==> src/rtl/pc_redirect_unit.sv <==
// Program counter owner for the jump-register decode path: picks the next PC
// (jr / jump / taken branch / sequential) and raises a fixed-length flush on redirect.
module pc_redirect_unit #(
   parameter int unsigned         PC_WIDTH     = 16,
   parameter logic [PC_WIDTH-1:0] RESET_PC     = '0,
   parameter int unsigned         FLUSH_CYCLES = 2
) (
   input  logic                clk,
   input  logic                rst_n,
   input  logic                stall,
   input  logic                JR_control,
   input  logic                jump,
   input  logic                branch,
   input  logic                zero,
   input  logic [PC_WIDTH-1:0] jr_target,
   input  logic [PC_WIDTH-1:0] jump_target,
   input  logic [PC_WIDTH-1:0] branch_offset,
   output logic [PC_WIDTH-1:0] pc,
   output logic                flush,
   output logic                redirect,
   output logic                o_dbg_state
);

   typedef enum logic {
      ST_RUN   = 1'b0,
      ST_FLUSH = 1'b1
   } state_t;

   localparam logic [3:0] LP_CNT_INIT = 4'(FLUSH_CYCLES - 1);

   state_t              r_state;
   logic [PC_WIDTH-1:0] r_pc;
   logic [3:0]          r_cnt;
   logic                r_flush;
   logic                r_redirect;

   state_t              w_state_nx;
   logic [PC_WIDTH-1:0] w_pc_nx;
   logic [3:0]          w_cnt_nx;
   logic                w_flush_nx;
   logic                w_redirect_nx;
   logic [PC_WIDTH-1:0] w_pc_inc;
   logic [PC_WIDTH-1:0] w_br_target;
   logic [PC_WIDTH-1:0] w_target;
   logic                w_take;

   // Request handshake: a transfer flag is a request valid for as long as it is
   // high; it is accepted only on an unstalled edge while in RUN, so control must
   // hold it through stall. Requests seen in FLUSH belong to squashed instructions.
   always_comb begin
      w_pc_inc    = r_pc + PC_WIDTH'(1);
      w_br_target = w_pc_inc + branch_offset;
      w_take      = JR_control | jump | (branch & zero);
      if (JR_control) begin
         w_target = jr_target;
      end else if (jump) begin
         w_target = jump_target;
      end else begin
         w_target = w_br_target;
      end
   end

   always_comb begin
      w_state_nx    = r_state;
      w_pc_nx       = r_pc;
      w_cnt_nx      = r_cnt;
      w_flush_nx    = r_flush;
      w_redirect_nx = 1'b0;
      if (!stall) begin
         case (r_state)
            ST_RUN: begin
               if (w_take) begin
                  w_pc_nx       = w_target;
                  w_redirect_nx = 1'b1;
                  w_flush_nx    = 1'b1;
                  w_cnt_nx      = LP_CNT_INIT;
                  w_state_nx    = ST_FLUSH;
               end else begin
                  w_pc_nx    = w_pc_inc;
                  w_flush_nx = 1'b0;
               end
            end
            ST_FLUSH: begin
               w_pc_nx = w_pc_inc;
               if (r_cnt == 4'd0) begin
                  w_flush_nx = 1'b0;
                  w_state_nx = ST_RUN;
               end else begin
                  w_cnt_nx = r_cnt - 4'd1;
               end
            end
            default: begin
               w_state_nx = ST_RUN;
               w_flush_nx = 1'b0;
            end
         endcase
      end
   end

   always_ff @(posedge clk) begin
      if (!rst_n) begin
         r_state    <= ST_RUN;
         r_pc       <= RESET_PC;
         r_cnt      <= 4'd0;
         r_flush    <= 1'b0;
         r_redirect <= 1'b0;
      end else begin
         r_state    <= w_state_nx;
         r_pc       <= w_pc_nx;
         r_cnt      <= w_cnt_nx;
         r_flush    <= w_flush_nx;
         r_redirect <= w_redirect_nx;
      end
   end

   assign pc          = r_pc;
   assign flush       = r_flush;
   assign redirect    = r_redirect;
   assign o_dbg_state = r_state;

endmodule

==> config.mk <==
export PLATFORM = sky130hd
export DESIGN_NAME = pc_redirect_unit
export DESIGN_NICKNAME = d
export VERILOG_FILES = /design/src/rtl/pc_redirect_unit.sv
export SDC_FILE = /design/constraint.sdc
export NUM_CORES = 1
export LEC_CHECK = 0
export CAP_MARGIN = 10
export CORE_ASPECT_RATIO = 1.5
export CORE_MARGIN = 2
export CORE_UTILIZATION = 49
export CTS_CLUSTER_SIZE = 24
export DETAILED_ROUTE_END_ITERATION = 8
export PLACE_DENSITY = 0.82
export SYNTH_ARGS = -nofsm -noshare
export SYNTH_HDL_FRONTEND = slang
export SYNTH_SLANG_ARGS = --single-unit
==> constraint.sdc <==
create_clock -name clk -period 4.1 [get_ports clk]
set_clock_uncertainty 0.2 [all_clocks]
set_input_delay 0.82 -clock clk [delete_from_list [all_inputs] [get_ports clk]]
set_output_delay 0.82 -clock clk [all_outputs]
set_load 0.02 [all_outputs]
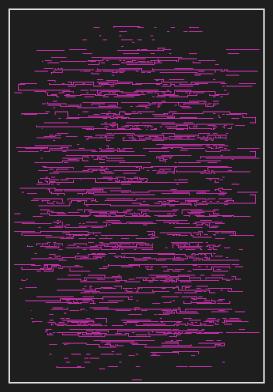
run_1/met1.png
Scale: 4 px per um.
The layer holds 41% of the routed length. 454 nets have wire on it. The wires run mostly horizontal. The layer carries 3540 um of wire. The longest straight run is 25.3 um.
final WL: 8.640 mm
via count: 3075
met1 GRT Util: 0.3595

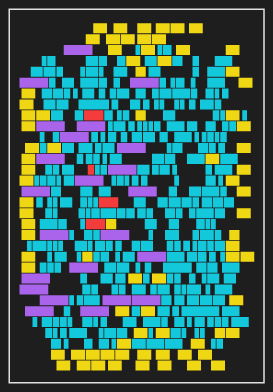
run_1/cell_classes.png
Scale: 4 px per um.
other buffers and delay cells: in yellow, cells 79, share of their area 23%. clock drivers and dummy loads: in red, cells 4, share of their area 1.4%. all other logic: in cyan, cells 311, share of their area 61%. flip-flops: in purple, cells 23, share of their area 14%.
area of the core: 0.005125 sq mm
fin util: 0.6650

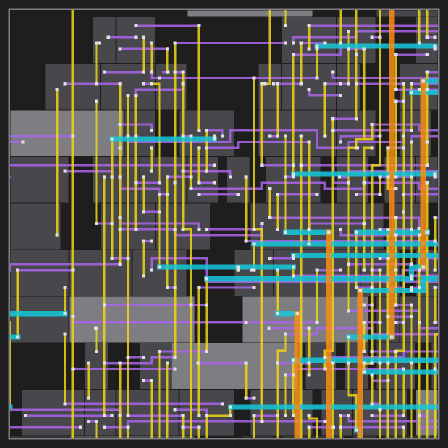
run_1/zoom.png
Window x 3 to 28, y 57 to 82 um. Cells in grey, sequential cells in the stronger grey; small squares are vias.
met3: in cyan. met4: in orange. met2: in yellow. met1: in purple.
56 logic cells have their middle in the window. Sequential cells in the window: 4. Most frequent: clkdlybuf4s50_1 (7), a21oi_1 (5). Netlist names of flops here include `pc` (3), `o_dbg_state` (1).

==> flow_metrics.tcl, run 1 <==
# place-and-route summary
set metrics [dict create \
    flop_area_sq_um 460.4 \
    clock_power_share 0.179 \
    fin_cells 485 \
    place_area_sq_mm 0.003362 \
    cp.required_ns 4.08 \
    xor_area_frac 0.07112 \
    fillers 494 \
    diodes 0 \
    synth_area_sq_mm 0.002586 \
    post-cts-setup-buffers 0 \
    power_density_mw_per_mm2 244.8 \
    slowest_delay_ns 0.43 \
    reg2reg_from "pc[0]" \
    synthMuxAreaShare 0.01548 \
    worstSetupEndpoint "pc[13]" \
    top_layer_used "met4" \
    area_growth_pct 31.79 \
    common_cells "a21oi_1, nand2_1, o21ai_0, nor2_1, dfxtp_1" \
    synth_warnings 0 \
    top_usage_layer "met2" \
    grt_util_all_layers 0.2916 \
    inverters 13 \
    yosys.area.top_type_share 0.1780 \
    fp_nets 430 \
    route.met2.wl_mm 4.226 \
    clk_latency_ns 0.27 \
    die_h_um 92.98 \
    gp_congestion 0.8870 \
    flops 23 \
    hold_start "flush" \
    ff2ff_path_depth 11 \
    nClkBuffers 3 \
    edf_count 0 \
    yosys.area.top_type "dfxtp_1" \
    top_logic_kind "AND-OR/OR-AND gates" \
    comb_cells 298 \
    rsz0062_at_grt "false" \
    first_pass_iters 5 \
    grt_first_pass_wirelength_mm 13.72 \
    clk_path_buf_depth 2 \
    pg_comb_uw 411 \
    ant_nets 0 \
    cp_max_fo 6 \
    vias_per_cell 6.340 \
    vdd_drop_max_uv 246.8 \
    signal_buffers 79 \
    synthAoiAreaFrac 0.3425 \
    hpwlAfterDp_mm 6.759 \
    io_buffer_count 73 \
    synthAdderAreaFrac 0.1093 \
    antenna_found_initial 0 \
    ys_cells 353 \
    pwr-share-comb 0.492 \
    worstHoldPathCells 2 \
    cp_common_cell "ha_1" \
    clock_net_power_uw 149 \
    layout.nets 495 \
    swShare 0.3976 \
    power.group.top "combinational logic" \
    pre_cts_slack_ns 0.6747 \
    leakage_uw 0.001372 \
    seqPwrFrac 0.329 \
    synth-async-reset-ratio 0 \
    grt_pass1_vias 2860 \
    synth_chip_area_sq_mm 0.002586 \
    switchingPower_uw 331.8 \
    postSynthSeqShare 0.1780 \
    h-tree-depth 1 \
    start_kind "flop" \
    p_int_uw 502.7 \
    reg2reg_slack_ns 0.76 \
    power_uw 834.5 \
    crit_chain "ha_1 -> and3_1 -> nand3_1 -> xnor2_1 -> ha_1 -> a21oi_1 -> o211ai_1 -> a21bo_2 -> o21ai_0 -> nand3b_1 -> a221oi_1" \
    met1_length_mm 3.538 \
    tns_ns 0 \
    cts_hold_buf 0 \
    whs_ns 0.2921 \
    drt_iter0_drc 185 \
    post-route-period-util 0.8153 \
    wl_per_cell_um 17.81 \
    largest_class "combinational gates" \
    grtUsageMet2 0.5070 \
    crit_family "AND-OR/OR-AND gates" \
    grt_use_met3 0.03008 \
    num_rows 32 \
    synth.distinct_cells 64 \
    cp.depth 11 \
    fp_util 0.5046 \
    path_class "reg -> reg" \
    setup_ws_ns 0.7573 \
    clkSinkCount 23 \
    bufAreaShareNonClock 0.2276 \
    setup_viol 0 \
    area_leaders "dfxtp_1, ha_1, a21oi_1" \
    cts-root-buf "clkbuf_8" \
    grt_remaining_overflow 0 \
    min_to "flush" \
    seq_share 0.1351 \
    final_area_sq_mm 0.003408 \
    path_clk_slew_ns 0.09 \
    slew_viol_final 0 \
    drc 0 \
    drive_gt1_frac 0.04556 \
    maxSlewHeadroom 0.4371 \
    ys.flops 23 \
    final_common_cell "clkdlybuf4s50_1" \
    lay_top_cells "clkdlybuf4s50_1, a21oi_1, nand2_1, o21ai_0, nor2_1" \
    cts_resized 0 \
    syn_area_per_cell_sq_um 7.326 \
    warning_count 30 \
    max-cap-violations 0 \
    hold_class "reg -> reg" \
    pin_count 74 \
    p_seq_uw 275 \
    r2r_end "pc[13]" \
    timing.fmax_mhz 299.2 \
    dieArea_sq_mm 0.005887 \
    crit_path_end_kind "flop" \
    cts_tree "built" \
    outcome "finished, final reports clean" \
    synth_cells 353 \
    dr_wl_met3_um 581 \
    die_w_um 63.32 \
    max_slew.worst_pin.slew_ns 0.8444 \
    min_period_ns 3.343 \
    cp_data_arrival_time_ns 3.32 \
    hold_viol 0 \
    crit_buf_inv 0 \
    comb-cell-share 0.5844 \
    cp-startpoint "pc[0]" \
    taps 68 \
    logic_area_sq_mm 0.001992 \
    dpl.cell_count 481 \
    yosysMostFrequentCell "a21oi_1" \
    flop_cell "dfxtp_1" \
    grt_max_degree 29 \
]
==> run 2: changes to the inputs <==
==> constraint.sdc (replaced) <==
create_clock -name clk -period 3.1 [get_ports clk]
set_clock_uncertainty 0.2 [all_clocks]
set_input_delay 0.62 -clock clk [delete_from_list [all_inputs] [get_ports clk]]
set_output_delay 0.62 -clock clk [all_outputs]
set_load 0.02 [all_outputs]
==> flow_metrics.tcl, run 2 <==
# place-and-route summary
set metrics [dict create \
    outcome "finished, final reports clean" \
    bufAreaShareNonClock 0.2799 \
    p_int_uw 719.0 \
    final_common_cell "clkdlybuf4s50_1" \
    reg2reg_slack_ns 0.09 \
    final_area_sq_mm 0.003781 \
    pin_count 74 \
    nClkBuffers 3 \
    clk_path_buf_depth 2 \
    wl_per_cell_um 17.82 \
    setup_viol 0 \
    seqPwrFrac 0.296 \
    power_uw 1185 \
    h-tree-depth 1 \
    postSynthSeqShare 0.1780 \
    max-cap-violations 0 \
    vias_per_cell 6.092 \
    comb-cell-share 0.5486 \
    top_usage_layer "met2" \
    gp_congestion 0.9356 \
    grt_pass1_vias 3198 \
    vdd_drop_max_uv 274.8 \
    route.met2.wl_mm 4.764 \
    synth_warnings 0 \
    top_layer_used "met4" \
    io_buffer_count 73 \
    post-cts-setup-buffers 0 \
    reg2reg_from "pc[0]" \
    cts-root-buf "clkbuf_8" \
    clkSinkCount 23 \
    met1_length_mm 3.677 \
    hold_viol 0 \
    top_logic_kind "AND-OR/OR-AND gates" \
    utilization 0.7378 \
    clk_latency_ns 0.27 \
    pre_cts_slack_ns -0.04671 \
    min_period_ns 3.008 \
    crit_buf_inv 1 \
    max_slew.worst_pin.slew_ns 0.5108 \
    ys_cells 353 \
    min_to "flush" \
    swShare 0.3932 \
    grt_util_all_layers 0.3094 \
    worstSetupEndpoint "pc[14]" \
    antenna_found_initial 0 \
    cp.depth 11 \
    warning_count 31 \
    crit_chain "and4_4 -> nand4_1 -> xnor2_1 -> ha_1 -> a21o_1 -> a31o_1 -> nor2b_1 -> nor4b_1 -> buf_4 -> nand4b_1 -> nand3_1" \
    drive_gt1_frac 0.1634 \
    first_pass_iters 5 \
    syn_area_per_cell_sq_um 7.326 \
    common_cells "a21oi_1, nand2_1, o21ai_0, nor2_1, dfxtp_1" \
    grt_use_met3 0.02647 \
    cp.required_ns 3.07 \
    p_seq_uw 350 \
    leakage_uw 0.001572 \
    tns_ns 0 \
    hold_class "reg -> reg" \
    grt_max_degree 22 \
    cp_data_arrival_time_ns 2.98 \
    num_rows 32 \
    ys.flops 23 \
    taps 68 \
    slew_viol_final 0 \
    worstHoldPathCells 2 \
    setup_ws_ns 0.09186 \
    synth_chip_area_sq_mm 0.002586 \
    switchingPower_uw 465.8 \
    dr_wl_met3_um 559 \
    cts_resized 0 \
    place_area_sq_mm 0.003616 \
    pg_comb_uw 637 \
    area_growth_pct 46.20 \
    maxSlewHeadroom 0.6566 \
    r2r_end "pc[14]" \
    dpl.cell_count 513 \
    synth_cells 353 \
    core_sq_mm 0.005125 \
    clock_net_power_uw 198 \
    power.group.top "combinational logic" \
    power_density_mw_per_mm2 313.4 \
    yosysMostFrequentCell "a21oi_1" \
    flops 23 \
]
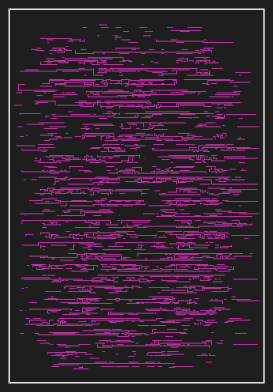
run_2/met1.png
Scale: 4 px per um.
497 nets have wire on it. The wires run mostly horizontal. The layer carries 3680 um of wire. The layer holds 40% of the routed length. The longest straight run is 31.7 um.
final WL: 9.282 mm
via count: 3174
met1 GRT Util: 0.3547

Power is estimated from default activity; no workload was simulated.
